### config.mk
export PLATFORM = sky130hd
export DESIGN_NAME = pci_arbiter_param
export DESIGN_NICKNAME = d
export VERILOG_FILES = /design/src/rtl/pci_arbiter_param.sv
export SDC_FILE = /design/constraint.sdc
export NUM_CORES = 1
export LEC_CHECK = 0
export CORE_ASPECT_RATIO = 0.8
export CORE_MARGIN = 10
export CORE_UTILIZATION = 40
export DETAILED_ROUTE_END_ITERATION = 10
export GPL_TIMING_DRIVEN = 0
export PLACE_DENSITY = 0.68
export SLEW_MARGIN = 20
export SYNTH_ARGS = -nofsm -noshare
export SYNTH_HDL_FRONTEND = slang
export SYNTH_SLANG_ARGS = --single-unit
### constraint.sdc
create_clock -name clk -period 3.98 [get_ports clk]
set_input_delay 0.796 -clock clk [delete_from_list [all_inputs] [get_ports clk]]
set_output_delay 0.796 -clock clk [all_outputs]
set_load 0.03 [all_outputs]
### src/rtl/pci_arbiter_param.sv
// Parametrised central PCI arbiter: fixed-priority or round-robin selection, optional
// bus parking, grant timeout for idle owners and a one-clock all-idle handoff gap.
module pci_arbiter_param #(
  parameter int N_MASTERS   = 3,
  parameter int RR_MODE     = 0,
  parameter int PARK_EN     = 0,
  parameter int GNT_TIMEOUT = 16
) (
  input  logic                         clk,
  input  logic                         rst,
  input  logic [N_MASTERS-1:0]         req_n,
  input  logic                         frame_n,
  input  logic                         irdy_n,
  output logic [N_MASTERS-1:0]         gnt_n,
  output logic [$clog2(N_MASTERS)-1:0] owner,
  output logic                         bus_busy,
  output logic                         timeout_evt
);

  localparam int OW = $clog2(N_MASTERS);
  localparam logic [7:0] TO_LIM = 8'(GNT_TIMEOUT);

  typedef enum logic [2:0] {
    S_IDLE,
    S_GRANTED,
    S_BUSY,
    S_HANDOFF,
    S_WAIT      // new grant held while the previous transaction drains
  } state_t;

  state_t               state_q, state_d;
  logic [N_MASTERS-1:0] gnt_q, gnt_d;
  logic [OW-1:0]        owner_q, owner_d;
  logic [OW-1:0]        ptr_q, ptr_d;
  logic [7:0]           cnt_q, cnt_d;
  logic                 busy_q, busy_d;
  logic                 tevt_q, tevt_d;

  logic                 bus_idle;
  logic                 any_req;
  logic                 other_req;
  logic                 owner_req;
  logic [OW-1:0]        winner;
  logic [OW-1:0]        cand;
  logic                 found;
  logic [OW-1:0]        next_owner;

  function automatic logic [N_MASTERS-1:0] grant_of(input logic [OW-1:0] idx);
    return ~(N_MASTERS'(1) << idx);
  endfunction

  assign bus_idle   = frame_n & irdy_n;
  assign any_req    = ~&req_n;
  assign owner_req  = ~req_n[owner_q];
  assign other_req  = |(~req_n & ~(N_MASTERS'(1) << owner_q));
  assign next_owner = (owner_q == OW'(N_MASTERS - 1)) ? '0 : owner_q + 1'b1;

  // Scan starts at the RR pointer (or index 0 in fixed mode); first requester wins.
  always_comb begin
    winner = '0;
    found  = 1'b0;
    cand   = '0;
    for (int i = 0; i < N_MASTERS; i++) begin
      cand = (RR_MODE != 0) ? OW'((int'(ptr_q) + i) % N_MASTERS) : OW'(i);
      if (!found && !req_n[cand]) begin
        winner = cand;
        found  = 1'b1;
      end
    end
  end

  // NOTE: every signal driven here gets a default first, so no path can infer a latch.
  always_comb begin
    state_d = state_q;
    gnt_d   = gnt_q;
    owner_d = owner_q;
    ptr_d   = ptr_q;
    cnt_d   = cnt_q;
    busy_d  = busy_q && !bus_idle;
    tevt_d  = 1'b0;

    unique case (state_q)
      S_IDLE: begin
        if (any_req) begin
          // Parked on someone else: open the one-clock gap before switching.
          if (~&gnt_q && winner != owner_q) begin
            gnt_d   = '1;
            state_d = S_HANDOFF;
          end else begin
            gnt_d   = grant_of(winner);
            owner_d = winner;
            cnt_d   = '0;
            state_d = S_GRANTED;
          end
        end
      end

      S_GRANTED: begin
        if (!frame_n) begin
          busy_d  = 1'b1;
          cnt_d   = '0;
          ptr_d   = next_owner;
          state_d = S_BUSY;
        end else if (!owner_req) begin
          if (PARK_EN == 0) gnt_d = '1;
          state_d = S_IDLE;
        end else if (bus_idle) begin
          if (cnt_q + 8'd1 == TO_LIM) begin
            gnt_d   = '1;
            tevt_d  = 1'b1;
            cnt_d   = '0;
            if (RR_MODE != 0) ptr_d = next_owner;
            state_d = S_HANDOFF;
          end else begin
            cnt_d = cnt_q + 8'd1;
          end
        end
      end

      S_BUSY: begin
        if (other_req && (!owner_req || RR_MODE != 0)) begin
          gnt_d   = '1;
          state_d = S_HANDOFF;
        end else if (bus_idle) begin
          if (owner_req) begin
            cnt_d   = '0;
            state_d = S_GRANTED;
          end else begin
            if (PARK_EN == 0) gnt_d = '1;
            state_d = S_IDLE;
          end
        end
      end

      S_HANDOFF: begin
        if (any_req) begin
          gnt_d   = grant_of(winner);
          owner_d = winner;
          cnt_d   = '0;
          state_d = bus_idle ? S_GRANTED : S_WAIT;
        end else begin
          state_d = S_IDLE;
        end
      end

      S_WAIT: begin
        if (bus_idle) begin
          cnt_d   = '0;
          state_d = S_GRANTED;
        end
      end

      default: state_d = S_IDLE;
    endcase
  end

  // NOTE: sequential state uses non-blocking assignments so all registers update together.
  always_ff @(posedge clk) begin
    if (rst) begin
      state_q <= S_IDLE;
      gnt_q   <= '1;
      owner_q <= '0;
      ptr_q   <= '0;
      cnt_q   <= '0;
      busy_q  <= 1'b0;
      tevt_q  <= 1'b0;
    end else begin
      state_q <= state_d;
      gnt_q   <= gnt_d;
      owner_q <= owner_d;
      ptr_q   <= ptr_d;
      cnt_q   <= cnt_d;
      busy_q  <= busy_d;
      tevt_q  <= tevt_d;
    end
  end

  assign gnt_n       = gnt_q;
  assign owner       = owner_q;
  assign bus_busy    = busy_q;
  assign timeout_evt = tevt_q;

endmodule

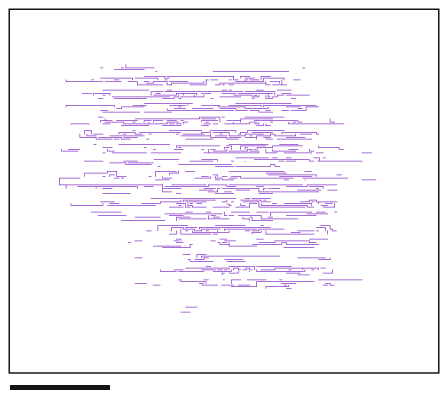
*Metal 1*
Scale bar: 20 um.
main direction: horizontal
nets with wire on the layer: 186
share of all routed wire: 53%
longest straight run: 20.7 um
wire length on this layer: 1780 um

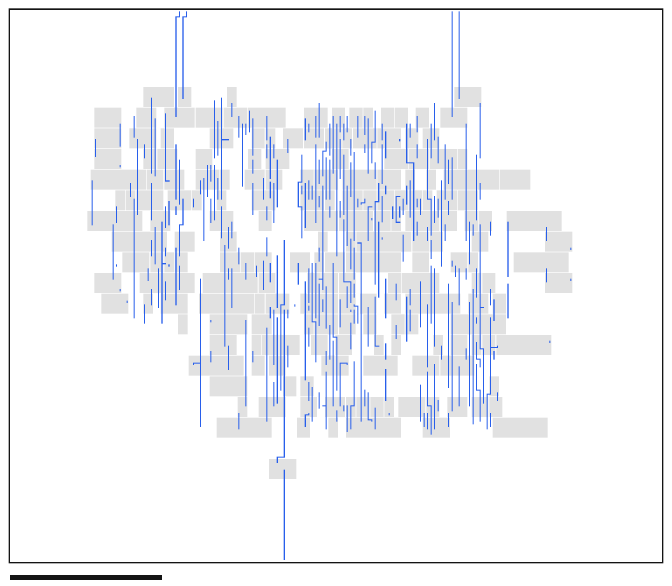
*Metal 2*
Scale bar: 20 um. Cells faint in the background.
wire length on this layer: 1330 um
main direction: vertical
WL final: 3360 um
Vias: 1365

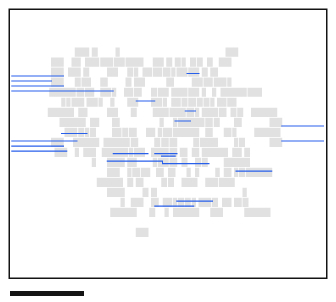
*Signal wires on met3*
Scale bar: 20 um. Cells faint in the background.
share of all routed wire: 7.0%
longest straight run: 27.6 um
met3 GRT Util: 4.46%

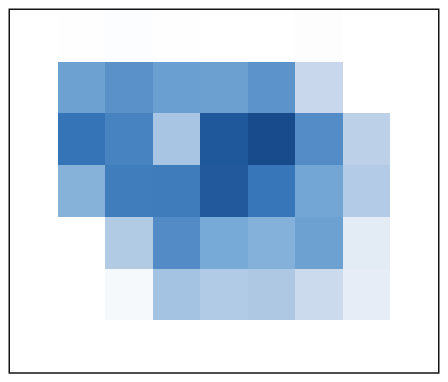
*Cell area per tile*
The die is cut into 9 by 7 equal tiles; white is low, dark blue is high, 0 to 100% covered.
nearly empty tiles: 49%
tiles over 75% full: 4.8%
densest ninth of the die: middle
emptiest ninth of the die: bottom left
fullest tile: 89%
FP Util: 41.1%
post-layout util: 47.5%
total core area: 3380 um2

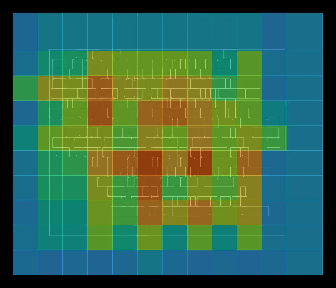
*Congestion heat map*
met2 usage: 15.0%
gr usage total: 10.9%
grt peak-use layer: met1
met1 Track Usage GR: 15.1%

==> impl_metrics.csv <==
group,metric,value,unit
yosys,ys_sh_aoi,28.2,%
cts,cts.htree.levels,1,
yosys,ys_ff,18,
cts,cts.sinks,18,
run,warning_count,27,
cts,numCtsBuffers,3,
yosys,syn_area_per_cell,7.79,um2
power,power.switching,0.292,mW
cts,cts.clk_slew.worst_paths,0.07,ns
sta,slew_violations,0,
cells_and_area,layoutNonFillerInstCount,235,
yosys,mux_share,4.60,%
cells_and_area,fin_area,1600,um2
floorplanning,io_pins,14,
cells_and_area,lay_top_cells,"dfxtp_1, nor2_1, a21oi_1",
cts,cts-root-buf,"clkbuf_8",
cts,post_cts_resized,0,
sta,hold-worst-slack,0.490,ns
cts,postCtsHoldBufs,0,
yosys,synthCells,178,
yosys,netlist_area,1390,um2
grt,antenna_found_initial,0,
sta,setup_viol,0,
worst_hold_path,min_path_cells,2,
floorplanning,fp.dieH,72.7,um
floorplanning,die-area,6240,um2
cells_and_area,comb_cells,143,
placed_design,hpwl,2400,um
power,ir_drop,259,uV
power,powerDensity,455,nW/um2
worst_setup_path,critPathCapture,"cnt_q[5]",
yosys,yosys.area.top_type,"dfxtp_1",
sta,fmax,364,MHz
yosys,synth_stat.cells,178,
sta,relSlewSlack,64.4,%
cells_and_area,layout_top_cell,"dfxtp_1",
worst_setup_path,cp_max_fo,10,
sta,hold_viol,0,
run_status,status,"finished, final reports clean",
grt,gr-total-overflow,0,
cells_and_area,area_growth,15.7,%
yosys,netlist_top_cells_count,"dfxtp_1, nor2_1, a21oi_1",
worst_setup_path,endpoint_kind,"register",
grt,grt_first_pass_wirelength,5710,um
sta,finalClockPeriodUsage,69.0,%
power,p_sw_share,40.1,%
cells_and_area,clock_area_share,3.43,%
yosys,yosysUniqueCellTypes,59,
worst_setup_path,path_cells,"clkdlybuf4s50_1 -> buf_4 -> nand3_1 -> a22oi_1 -> a21oi_1 -> o211ai_2 -> buf_2 -> mux2i_1 -> nor2_1",
power,cellLeakagePower,0.578,nW
placed_design,place_ws,1.01,ns
placed_design,finalWeightedCongestion,0.848,
drt,drtAntennaViolNets,0,
power,pwr-share-comb,49.3,%
cells_and_area,largest_reg_flops,8,
worst_setup_path,path_class,"primary input to register",
yosys,synthXorXnorAreaFrac,0.632,%
power,p_int,0.437,mW
cts,cts_max_path_buffers,2,
worst_setup_path,cp_top_family,"buffers and inverters",
worst_setup_path,crit_path_top_delay_cell,"clkdlybuf4s50_1",
cells_and_area,drive_gt1_share,11.4,%
worst_setup_path,cp.depth,9,
cells_and_area,regMostFlops,"cnt_q",
placed_design,post_dp_cell_area,1550,um2
cells_and_area,buffers_excl_clock,24,
floorplanning,rows,19,
yosys,post-synth-top-count-cell,"dfxtp_1",
worst_setup_path,required,4.10,ns
floorplanning,n_tap_cell,42,
drt,drc,0,
yosys,async_flop_share,0,%
cells_and_area,fillCellCount,345,
placed_design,dp.cells,231,
cells_and_area,design.seq.count,18,
cells_and_area,fin_nets,203,
cells_and_area,buffer_area_share,11.9,%
worst_hold_path,hold_path_class,"register to register",
cells_and_area,sh_seq_area,22.5,%
drt,first_iter_violations,170,
sta,tightestPinTransition,0.527,ns
==> metal layers <==
| metal | wire [um] | GRT usage [%] | vias up | part of all wire (%) |
|---|---|---|---|---|
| li1 | - | - | 696 | - |
| met3 | 235 | 4.46 | 2 | 7.0 |
| met5 | 0 | 0 | - | 0 |
| met2 | 1330 | 15.0 | 32 | 40 |
| met1 | 1780 | 15.1 | 635 | 53 |
| met4 | 17 | 2.19 | 0 | 0.51 |
==> power by group through the flow <==
| stage | registers (mW) | logic [mW] | clock network [mW] |
|---|---|---|---|
| final | 0.219 | 0.360 | 0.151 |
| after global routing | 0.222 | 0.396 | 0.160 |
| after CTS | 0.219 | 0.356 | 0.152 |
| after detailed placement | 0.222 | 0.354 | 0 |
| after global placement | 0.222 | 0.355 | 0 |
| after floorplan | 0.240 | 0.250 | 0 |
Power is estimated from default activity; no workload was simulated.
